==> config.mk <==
export PLATFORM = sky130hd
export DESIGN_NAME = credit_digit_driver
export DESIGN_NICKNAME = d
export VERILOG_FILES = /design/src/rtl/credit_digit_driver.sv
export SDC_FILE = /design/constraint.sdc
export NUM_CORES = 1
export LEC_CHECK = 0
export ABC_AREA = 1
export CAP_MARGIN = 0
export CORE_AREA = 2 2 91 93
export CTS_BUF_LIST = sky130_fd_sc_hd__clkbuf_4 sky130_fd_sc_hd__clkbuf_8
export CTS_CLUSTER_SIZE = 28
export DETAILED_ROUTE_END_ITERATION = 16
export DIE_AREA = 0 0 93 95
export SYNTH_ARGS = -nofsm -noshare
export SYNTH_HDL_FRONTEND = slang
export SYNTH_SLANG_ARGS = --single-unit
==> constraint.sdc <==
create_clock -name clk -period 2.25 [get_ports clk]
set_input_delay 0.45 -clock clk [delete_from_list [all_inputs] [get_ports clk]]
set_output_delay 0.45 -clock clk [all_outputs]
set_load 0.005 [all_outputs]
==> run_1/cell_density.png <==
(4 px per µm) 9 x 10 tiles, from white (low) to dark blue (high), 0 to 100% covered.
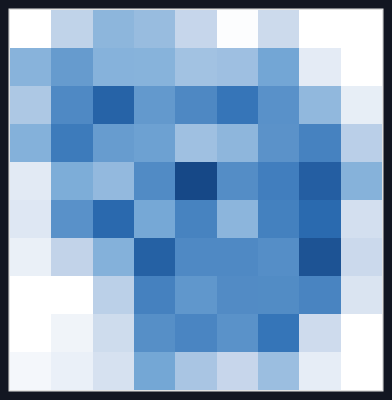
- fullest tile: 90%
- mean over tiles: 42%
- tiles over 75% full: 7.8%
- emptiest ninth of the die: south-west
- nearly empty tiles: 11%
FP Util: 0.390
Core Area: 0.00793 mm²
Core Util, Final: 0.482

==> run_1/clk_routes.png <==
(4 px per µm)
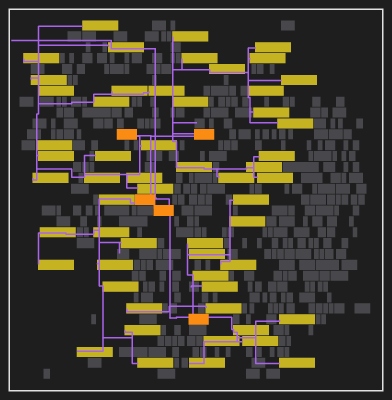
- purple: clock wires (length 707 µm)
- orange: clock drivers (count 5)
- yellow: flip-flops (count 56)
- routed clock nets: 6
share of total power in the clock network: 0.121
Late-Pin Clk Latency: 0.31 ns

==> run_1/layer_met1.png <==
(3 px per µm) Supply wires on this layer in grey.
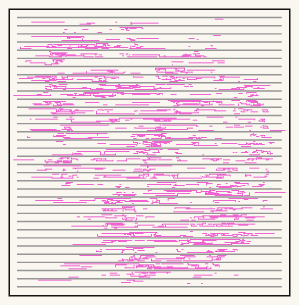
- nets with wire on the layer: 403
- longest straight run: 24.9 µm
total routed wirelength: 6830 µm
Via Count: 2,552
met1 track demand over resource in global routing: 0.215

==> run_1/clocks.png <==
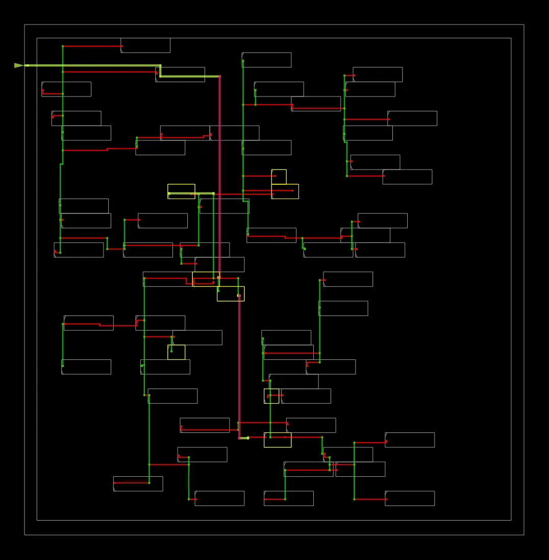
CTS sink count: 56
sequential cell count: 56

==> run_results.csv, run 1 <==
group,metric,value,unit
synthesis,aoi_share,0.166,
finish,drive_gt1_frac,0.242,
global_routing,grt_usage,0.161,
power_and_ir_drop,combPwrFrac,0.513,
route,maxUsedRoutingLayer,"met4",
power_and_ir_drop,power_combinational,2420,µW
setup_path,critPathBufInv,4,
power_and_ir_drop,vdd_drop_max,0.000414,V
finish,area_growth_syn_to_layout,23.6,%
final_timing,finalSetupTns,0,ns
die,fp.dieH,95,µm
synthesis,synth_cell_type_count,32,
final_timing,worst_pin_slew,0.404,ns
synthesis,postSynthSeqShare,0.453,
synthesis,post_synth_instance_area,0.00309,mm²
route,firstDrtPassIters,4,
synthesis,ys_sh_xor,0.00850,
route,wl_per_cell,13.2,µm
final_timing,fmax_achieved,0.462,GHz
synthesis,ys.warnings.count,0,
finish,comb-cell-share,0.405,
synthesis,dominant_cell_area_share,0.453,
setup_path,critical-path-slowest-cell,"dfrtp_1",
die,die-area,0.00884,mm²
global_routing,grt.met3_usage,0.0247,
finish,layout_top_cells_excl_fill_tap,"nand2_1, dfrtp_1, inv_1",
clock_network,ctsHtreeMaxLevel,2,
synthesis,synth.mux.area_fraction,0.00324,
final_timing,maxSlewHeadroom,0.730,
synthesis,asyncSetResetFlopFracSynth,1.00,
synthesis,ys_seq_elements,56,
global_routing,wire_length_of_the_first_global_routing_pass,11300,µm
clock_network,cts_tree,"done",
job,stage_log_warnings,38,
power_and_ir_drop,power_per_standard_cell_area,1230,mW/mm²
power_and_ir_drop,power_switching_share,0.425,
finish,antenna-diode-count,0,
final_timing,slew_viol_final,0,
synthesis,syn_avg_cell_area,8.61,µm²
route,met2RoutedLength,3410,µm
setup_path,timing.reg2reg.setup_slack,0.72,ns
synthesis,synthesis.instances,359,
route,drt_drc_violations_left,0,
synthesis,area_leaders,"dfrtp_1, nand2_1, ha_1",
synthesis,enable_flop_cells,0,
global_routing,grt_remaining_overflow,0,
synthesis,synth-simple-area-share,0.230,
setup_path,critical_path_data_required_time,1.80,ns
final_timing,clock_skew,0.0145,ns
clock_network,cts.reportedPaths.clkPinSlew,0.10,ns
route,detailroute.wirelength.met3,188,µm
route,drt-met1-wl,3120,µm
route,antenna_violating_nets_post_route,0,
setup_path,crit_cells,11,
clock_network,tritoncts.num_buffers,5,
clock_network,cts_max_path_buffers,2,
final_timing,final_min_period_over_clock_period,0.963,
global_routing,grt_most_used_layer,"met2",
die,top_level_ports,31,
setup_path,cp_top_family,"simple AND/OR/NAND/NOR gates",
synthesis,yosysMostFrequentCell,"nand2_1",
setup_path,cp_slowest_stage_delay,0.39,ns
global_routing,global_route.usage.met2,0.267,
clock_network,cell_chosen_for_the_clock_root,"clkbuf_8",
final_timing,setup-violations-final,0,
setup_path,r2r.worst_path.cells,7,
placement,buffer_ports.inserted,30,
synthesis,synth_nets,396,
finish,final-comb-area,0.00155,mm²
finish,num-fill-cells,806,
outcome,run_status,"completed",
placement,dpl-instance-area,0.00361,mm²
finish,inverters,39,
power_and_ir_drop,report.power.total,4710,µW
placement,gp_congestion,0.867,
finish,flop_share_of_the_area,0.367,
power_and_ir_drop,pg_seq,1730,µW
finish,fin_area,0.00382,mm²
synthesis,synthDominantAreaCellType,"dfrtp_1",
power_and_ir_drop,clock_net_power,569,µW
job,drv.max_cap_violation_count,0,
setup_path,worstSetupPathType,"flop to primary output",
finish,clock_buffer_count,7,
finish,final-clk-cell-share,0.0242,
power_and_ir_drop,total_leakage_power,0.00188,µW
synthesis,synth_top_flop_cell,"dfrtp_1",
global_routing,antenna_found_initial,0,
global_routing,grt_max_degree,30,
finish,final_net_count,450,
finish,storage_cell_area,0.00140,mm²
placement,dp_slack,-0.842,ns
die,row_count,33,
final_timing,final_critical_path_required_period,2.17,ns
setup_path,crit_path_start_kind,"flop",
setup_path,timing.critical_path.to_type,"primary output",
power_and_ir_drop,sequentialPowerShare,0.366,
synthesis,ys_cells,359,
placement,detailedPlacementHpwl,4750,µm
final_timing,timing.final.ws_setup,0.0832,ns
route,via_per_inst,4.92,
setup_path,critical_path_arrival,1.72,ns
synthesis,synthTopCellsByCount,"nand2_1, dfrtp_1, inv_1",
global_routing,first_global_vias,2427,
placement,place.detailed.instances,505,
synthesis,synth_chip_area,0.00309,mm²
clock_network,cts_setup_buffers,5,
clock_network,cts_hold_buffers,0,
final_timing,final.hold.worst_slack,0.0565,ns
power_and_ir_drop,power.largest_group,"combinational logic",
clock_network,post_cts_resized,39,
die,tapcell.inserted,105,
synthesis,synthTopLogicFamily,"simple AND/OR/NAND/NOR gates",
power_and_ir_drop,p_switching,2000,µW
setup_path,timing.critical_path.fanout_max,2,
finish,cell_class_with_the_largest_area_share,"logic gates",
final_timing,unrepaired_setup_endpoints_after_global_routing,"true",
route,initialDrtViolationCount,117,
final_timing,hold_violations_final,0,
setup_path,crit_path_cell_trace,"nand3_1, nand2_2, nor2_4, inv_2, buf_4, ha_4, inv_2, nand2_2, nand3_2, a21oi_1, buf_2",
min_path,hp-class,"input port to async pin",
finish,layoutNonFillerInstCount,519,
finish,layout.cells.most_common,"nand2_1",
finish,non_clock_buffer_instance_count_of_the_final_layout,57,
==> run 1 -> run 2 <==
--- a/config.mk
+++ b/config.mk
@@ -7,11 +7,13 @@
 export LEC_CHECK = 0
 export ABC_AREA = 1
 export CAP_MARGIN = 0
-export CORE_AREA = 2 2 91 93
+export CORE_AREA = 2 2 86 88
 export CTS_BUF_LIST = sky130_fd_sc_hd__clkbuf_4 sky130_fd_sc_hd__clkbuf_8
 export CTS_CLUSTER_SIZE = 28
 export DETAILED_ROUTE_END_ITERATION = 16
-export DIE_AREA = 0 0 93 95
+export DIE_AREA = 0 0 88 90
+export PLACE_DENSITY = 0.67
+export RECOVER_POWER = 100
 export SYNTH_ARGS = -nofsm -noshare
 export SYNTH_HDL_FRONTEND = slang
 export SYNTH_SLANG_ARGS = --single-unit
==> run_2/clk_routes.png <==
(4 px per µm)
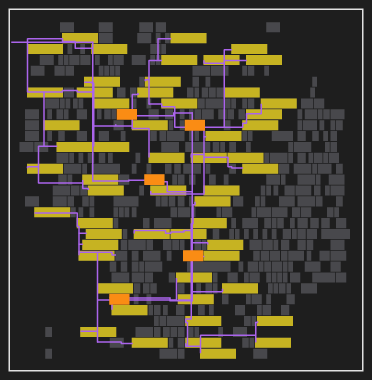
- orange: clock drivers (count 5)
- purple: clock wires (length 659 µm)
- yellow: flip-flops (count 56)
- routed clock nets: 6
Late-Pin Clk Latency: 0.32 ns
clock network power: 681 µW
share of total power in the clock network: 0.143
clock skew: 0.0101 ns

==> run_2/layer_met1.png <==
(3 px per µm) Supply wires on this layer in grey.
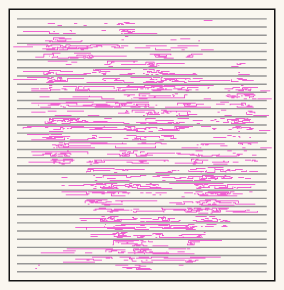
Via Count: 2,568
met1 track demand over resource in global routing: 0.230
total routed wirelength: 6600 µm

==> run 2 against run 1 <==
Net effect: die area is 10% lower; via count increased by 0.63%; sequential power is essentially flat; fmax down 0.52%; flip-flop count unchanged; final cell count fell by 0.77%; register-to-register slack worse by 0.55 ns; non-clock buffer count is 2 higher.
==> run_results.csv, run 2 <==
group,metric,value,unit
outcome,run_status,"completed",
global_routing,grt_max_degree,57,
global_routing,grt_usage,0.175,
setup_path,timing.critical_path.fanout_max,7,
finish,non_clock_buffer_instance_count_of_the_final_layout,59,
finish,sequential_cell_count,56,
route,met2RoutedLength,3240,µm
synthesis,synth_chip_area,0.00309,mm²
finish,inverters,39,
finish,fin_area,0.00379,mm²
setup_path,cp_slowest_stage_delay,0.30,ns
synthesis,synth_nets,396,
setup_path,critical_path_data_required_time,1.80,ns
setup_path,crit_path_start_kind,"input port",
synthesis,ys.warnings.count,0,
finish,storage_cell_area,0.00140,mm²
final_timing,setup-violations-final,0,
synthesis,dominant_cell_area_share,0.453,
placement,dp_slack,-0.777,ns
finish,final_net_count,452,
clock_network,cell_chosen_for_the_clock_root,"clkbuf_8",
die,die.size.x,88,µm
synthesis,post_synth_instance_area,0.00309,mm²
route,via_per_inst,4.99,
die,floorplanUtilization,0.440,
synthesis,aoi_share,0.166,
power_and_ir_drop,combPwrFrac,0.494,
clock_network,cts_setup_buffers,5,
final_timing,fmax_achieved,0.459,GHz
finish,layoutNonFillerInstCount,515,
placement,buffer_ports.inserted,30,
power_and_ir_drop,power.largest_group,"combinational logic",
clock_network,tritoncts.num_buffers,5,
synthesis,syn_avg_cell_area,8.61,µm²
power_and_ir_drop,vdd_drop_max,0.000606,V
global_routing,first_global_vias,2511,
power_and_ir_drop,report.power.total,4750,µW
setup_path,crit_path_cell_trace,"buf_4, buf_6, nand3_1, nand2_1, nor2_2, buf_6, ha_1, or2_2, nand3_2, nand2_1, clkbuf_2",
finish,postLayoutCoreUtil,0.539,
synthesis,synthTopLogicFamily,"simple AND/OR/NAND/NOR gates",
synthesis,area_leaders,"dfrtp_1, nand2_1, ha_1",
synthesis,ys_sh_xor,0.00850,
power_and_ir_drop,int_pwr,2790,µW
setup_path,critical_path_arrival,1.73,ns
placement,detailedPlacementHpwl,4630,µm
final_timing,timing.final.ws_setup,0.0720,ns
final_timing,finalSetupTns,0,ns
synthesis,synth_cell_type_count,32,
clock_network,cts_max_path_buffers,2,
die,tapcell.inserted,99,
die,fp.dieH,90,µm
placement,place.detailed.instances,499,
power_and_ir_drop,sequentialPowerShare,0.362,
synthesis,synth.mux.area_fraction,0.00324,
route,drt-met1-wl,3080,µm
finish,layout.cells.most_common,"nand2_1",
die,coreArea,0.00702,mm²
global_routing,antenna_found_initial,0,
power_and_ir_drop,power_per_standard_cell_area,1260,mW/mm²
finish,nMultiInputCombCells,254,
clock_network,cts.reportedPaths.clkPinSlew,0.09,ns
power_and_ir_drop,pg_seq,1720,µW
power_and_ir_drop,total_leakage_power,0.00189,µW
global_routing,grt_remaining_overflow,0,
finish,area_growth_syn_to_layout,22.6,%
synthesis,synthesis.instances,359,
route,drt_drc_violations_left,0,
setup_path,worstSetupPathType,"input port to primary output",
finish,clock_buffer_count,6,
final_timing,maxSlewHeadroom,0.0924,
synthesis,asyncSetResetFlopFracSynth,1.00,
die,top_level_ports,31,
setup_path,critPathBufInv,4,
final_timing,final_min_period_over_clock_period,0.968,
setup_path,r2r.worst_path.cells,6,
placement,dpl-instance-area,0.00361,mm²
synthesis,ys_cells,359,
finish,num-fill-cells,654,
min_path,worst_hold_path.num_cells,1,
die,row_count,31,
final_timing,final.hold.worst_slack,0.481,ns
synthesis,synthDominantAreaCellType,"dfrtp_1",
finish,drive_gt1_frac,0.214,
clock_network,cts_hold_buffers,0,
global_routing,global_route.usage.met2,0.289,
placement,gp_congestion,0.890,
job,stage_log_warnings,38,
clock_network,post_cts_resized,34,
synthesis,synthTopCellsByCount,"nand2_1, dfrtp_1, inv_1",
setup_path,cp_top_family,"simple AND/OR/NAND/NOR gates",
route,antenna_violating_nets_post_route,0,
clock_network,tritoncts_num_sinks,56,
route,maxUsedRoutingLayer,"met4",
route,detailroute.wirelength.met3,160,µm
finish,cell_class_with_the_largest_area_share,"logic gates",
finish,comb-cell-share,0.393,
clock_network,cts_tree,"done",
route,initialDrtViolationCount,121,
global_routing,grt_most_used_layer,"met2",
synthesis,ys_seq_elements,56,
clock_network,ctsHtreeMaxLevel,2,
setup_path,critical-path-slowest-cell,"or2_2",
power_and_ir_drop,power_combinational,2350,µW
finish,final-clk-cell-share,0.0304,
job,drv.max_cap_violation_count,0,
finish,layout_top_cells_excl_fill_tap,"nand2_1, dfrtp_1, o21ai_0",
finish,flop_share_of_the_area,0.370,
route,firstDrtPassIters,4,
finish,final-comb-area,0.00149,mm²
synthesis,yosysMostFrequentCell,"nand2_1",
route,wl_per_cell,12.8,µm
die,die-area,0.00792,mm²
synthesis,synth_top_flop_cell,"dfrtp_1",
synthesis,synth-simple-area-share,0.230,
setup_path,timing.reg2reg.setup_slack,0.17,ns
power_and_ir_drop,p_switching,1960,µW
min_path,hp-class,"flop to flop",
finish,antenna-diode-count,0,
final_timing,worst_pin_slew,1.36,ns
final_timing,unrepaired_setup_endpoints_after_global_routing,"true",
power_and_ir_drop,power_switching_share,0.413,
setup_path,timing.critical_path.to_type,"primary output",
final_timing,slew_viol_final,0,
synthesis,postSynthSeqShare,0.453,
global_routing,wire_length_of_the_first_global_routing_pass,11200,µm
final_timing,hold_violations_final,0,
final_timing,final_critical_path_required_period,2.18,ns
setup_path,crit_cells,11,
synthesis,enable_flop_cells,0,
==> run_2/layer_met3.png <==
(6 px per µm)
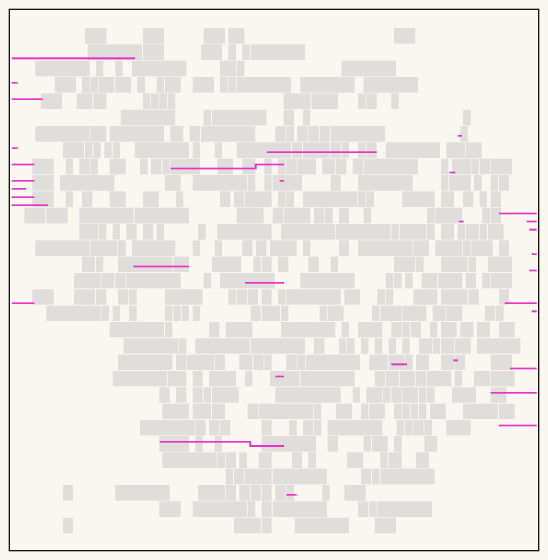
- longest straight run: 20.2 µm
- main direction: horizontal
- wire length on this layer: 160 µm
- share of all routed wire: 2.4%
- nets with wire on the layer: 26
global routing met3 resource utilization: 0.0321

Power is estimated from default activity; no workload was simulated.
